## config.mk

```make
export PLATFORM = sky130hd
export DESIGN_NAME = multi_cycle_chunk_adder
export DESIGN_NICKNAME = d
export VERILOG_FILES = /design/src/rtl/multi_cycle_chunk_adder.sv
export SDC_FILE = /design/constraint.sdc
export NUM_CORES = 1
export LEC_CHECK = 0
export CELL_PAD_IN_SITES_DETAIL_PLACEMENT = 1
export CELL_PAD_IN_SITES_GLOBAL_PLACEMENT = 1
export CORE_ASPECT_RATIO = 1.4
export CORE_MARGIN = 3
export CORE_UTILIZATION = 47
export CTS_BUF_LIST = sky130_fd_sc_hd__clkbuf_4 sky130_fd_sc_hd__clkbuf_8
export CTS_CLUSTER_DIAMETER = 80
export DETAILED_ROUTE_END_ITERATION = 6
export GPL_TIMING_DRIVEN = 0
export PLACE_DENSITY = 0.95
export SETUP_SLACK_MARGIN = 0.02
export SYNTH_ARGS = -nofsm -noshare
export SYNTH_HDL_FRONTEND = slang
export SYNTH_SLANG_ARGS = --single-unit
```

## constraint.sdc

```tcl
create_clock -name clk -period 6.9 [get_ports clk]
set_input_delay 0.69 -clock clk [delete_from_list [all_inputs] [get_ports clk]]
set_output_delay 0.69 -clock clk [all_outputs]
set_load 0.05 [all_outputs]
```

## src/rtl/multi_cycle_chunk_adder.sv

```systemverilog
// Multi-cycle adder: CHUNK bits per clock, N = WIDTH/CHUNK cycles per operation.
// Define CHUNK_ADDER_SUB_EN to enable subtraction through the sub input.
module multi_cycle_chunk_adder #(
  parameter int WIDTH = 16,
  parameter int CHUNK = 4
) (
  input  logic             clk,
  input  logic             rst,
  input  logic             start,
  input  logic [WIDTH-1:0] a,
  input  logic [WIDTH-1:0] b,
  input  logic             c_in,
  input  logic             sub,
  output logic             busy,
  output logic             done,
  output logic [WIDTH-1:0] sum,
  output logic             c_out,
  output logic             overflow,
  output logic [1:0]       dbg_state
);

  localparam int N  = WIDTH / CHUNK;
  localparam int IW = (N > 1) ? $clog2(N) : 1;

  typedef enum logic [1:0] {
    IDLE = 2'd0,
    RUN  = 2'd1,
    DONE = 2'd2
  } state_t;

  state_t           state;
  state_t           state_nxt;
  logic             load;
  logic             last;
  logic [WIDTH-1:0] a_q;
  logic [WIDTH-1:0] b_q;
  logic [WIDTH-1:0] acc;
  logic [WIDTH-1:0] acc_nxt;
  logic [WIDTH-1:0] b_eff;
  logic             cin_eff;
  logic             carry;
  logic             cy;
  logic [CHUNK-1:0] ps;
  logic [IW-1:0]    idx;

`ifdef CHUNK_ADDER_SUB_EN
  // Two's-complement subtract: invert b and force the carry-in to 1.
  assign b_eff   = sub ? ~b : b;
  assign cin_eff = sub ? 1'b1 : c_in;
`else
  logic unused_sub;
  assign unused_sub = sub;
  assign b_eff      = b;
  assign cin_eff    = c_in;
`endif

  assign last = (idx == IW'(N - 1));

  // One chunk of the ripple per cycle; upper chunks of acc fill in as idx advances.
  always_comb begin
    {cy, ps} = {1'b0, a_q[idx*CHUNK +: CHUNK]} + {1'b0, b_q[idx*CHUNK +: CHUNK]}
             + {{CHUNK{1'b0}}, carry};
    acc_nxt = acc;
    acc_nxt[idx*CHUNK +: CHUNK] = ps;
  end

  always_ff @(posedge clk or posedge rst) begin
    if (rst) state <= IDLE;
    else     state <= state_nxt;
  end

  // Handshake: start is sampled only while idle or during the done cycle;
  // the done cycle is the earliest point a back-to-back operation can begin.
  always_comb begin
    state_nxt = state;
    load      = 1'b0;
    case (state)
      IDLE: begin
        if (start) begin
          load      = 1'b1;
          state_nxt = RUN;
        end
      end
      RUN: begin
        if (last) state_nxt = DONE;
      end
      DONE: begin
        if (start) begin
          load      = 1'b1;
          state_nxt = RUN;
        end else begin
          state_nxt = IDLE;
        end
      end
      default: state_nxt = IDLE;
    endcase
  end

  always_ff @(posedge clk or posedge rst) begin
    if (rst) begin
      a_q      <= '0;
      b_q      <= '0;
      acc      <= '0;
      carry    <= 1'b0;
      idx      <= '0;
      sum      <= '0;
      c_out    <= 1'b0;
      overflow <= 1'b0;
    end else if (load) begin
      a_q   <= a;
      b_q   <= b_eff;
      carry <= cin_eff;
      idx   <= '0;
    end else if (state == RUN) begin
      acc   <= acc_nxt;
      carry <= cy;
      idx   <= last ? '0 : idx + IW'(1);
      if (last) begin
        sum      <= acc_nxt;
        c_out    <= cy;
        overflow <= (a_q[WIDTH-1] == b_q[WIDTH-1]) && (acc_nxt[WIDTH-1] != a_q[WIDTH-1]);
      end
    end
  end

  assign busy      = (state == RUN);
  assign done      = (state == DONE);
  assign dbg_state = state;

endmodule

```

Fig. 1: routing congestion map
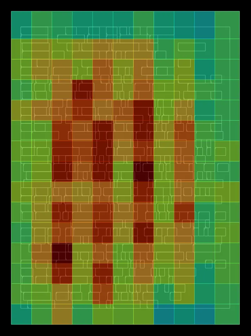
DR WL/cell: 22.1 um
GR Util met3: 5.34%
fin util: 62.4%

Fig. 2: PDN straps and rails
Drawn at 4 px/um. Pins as bars on the die edge. Tap cells in grey.
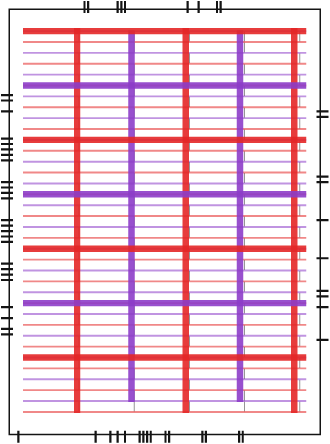
[red] VSS
[purple] VDD
met1 rails: 36
signal pins: 59
met4 straps: 5
met5 straps: 7
DIE WIDTH: 77.4 um
peak supply drop: 0.000428 V

Fig. 3: signal wires by layer
Drawn at 4 px/um.
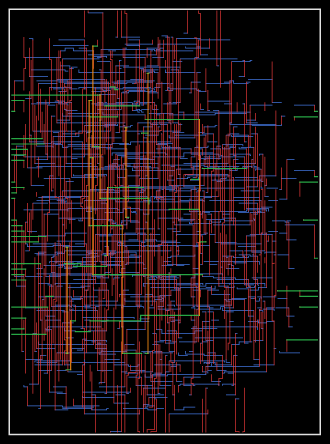
[orange] met4 | wire length: 341 um
[red] met2 | wire length: 5,430 um
[blue] met1 | wire length: 3,290 um
[green] met3 | wire length: 337 um
aggregate global-route resource usage: 24.9%
routed vias: 2,415

==> flow_summary.ini <==
; flow metrics
[worst_setup_path]
critPathTopFamily = AND-OR/OR-AND gates
crit_required_ps = 7090
worst_path_max_delay_cell = mux4_2
reg2reg_setup_slack_ps = 3680
timing.critical_path.from = idx[0]
start_kind = register
path_buffers = 4
ff2ff_path_depth = 10

[status]
outcome = complete, no violations

[clock_tree]
cts_setup_buffers = 0
cts_tree = built

[yosys]
ys_sh_xor_pct = 0.261
ys.warnings.count = 0
fp_nets = 308
synthTopCellsByCount = dfrtp_1 (71), mux2_2 (36), nand2_1 (19), inv_1 (17), o21ai_0 (12)

[layout]
nMultiInputCombCells = 157
clk_share_pct = 4.01
seq_area_mm2 = 0.00178
area_dominant_class = flip-flops and latches
drive_gt1_share_pct = 24.0
clockBufferCount = 12

[power]
p_switching_uw = 1120
seqPwrFrac_pct = 30.1
total_power_uw = 2410
seq_power_uw = 725

[place]
dp_hpwl_um = 6620
dp_cells = 409
port-buffer-count = 57

[global_routing]
grt.met2_usage_pct = 47.1
grt_overflow_total = 0
busiest_layer = met2

[floorplan]
die_area_mm2 = 0.00820
core_mm2 = 0.00674
num_tap_cells = 92
fp-utilization_pct = 49.7
io_pins = 59

[drt]
remaining_drc_errors = 0
wl_um = 9400
highest_layer = met4
dr_wl_met3_um = 336

[sta]
finalMaxSlewViolations = 0
fin_tns_setup_ps = 0
finalSetupViolCount = 0
holdWs_ps = 482
final.setup.worst_slack_ps = 3680
max_slew.worst_pin.slew_ps = 890

[worst_hold_path]
hold_path_depth = 2

[job]
warnings = 32
cap_viol_max_count = 0
Fig. 4: cells coloured by class
Drawn at 4 px/um. Fill, decap, tap and diode cells in grey.
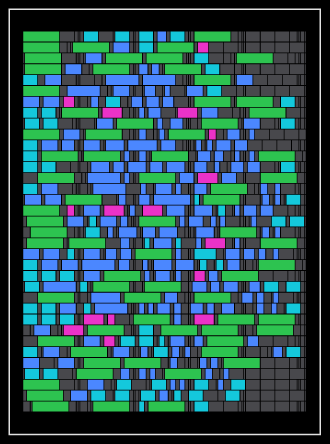
[magenta] clock drivers and dummy loads | cells: 16 | share of their area: 4.1%
[blue] all other logic | cells: 175 | share of their area: 37%
[green] flip-flops | cells: 71 | share of their area: 43%
[cyan] other buffers and delay cells | cells: 71 | share of their area: 16%
Finished Cell Area: 0.00421 mm2
register share of the cell area: 42.2%
Row Count: 35

Fig. 5: routed clock nets over the placement
Drawn at 4 px/um.
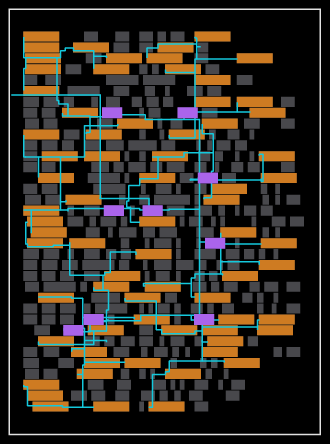
[cyan] clock wires | length: 901 um
[purple] cells driving clock nets | count: 9
[orange] flip-flops | count: 71
routed clock nets: 10
flops lie: widely spread
power in the clock group: 296 uW
clock power share: 12.3%
clk latency late pin: 340 ps

No activity file was given, so power comes from the tool's default toggle rates.
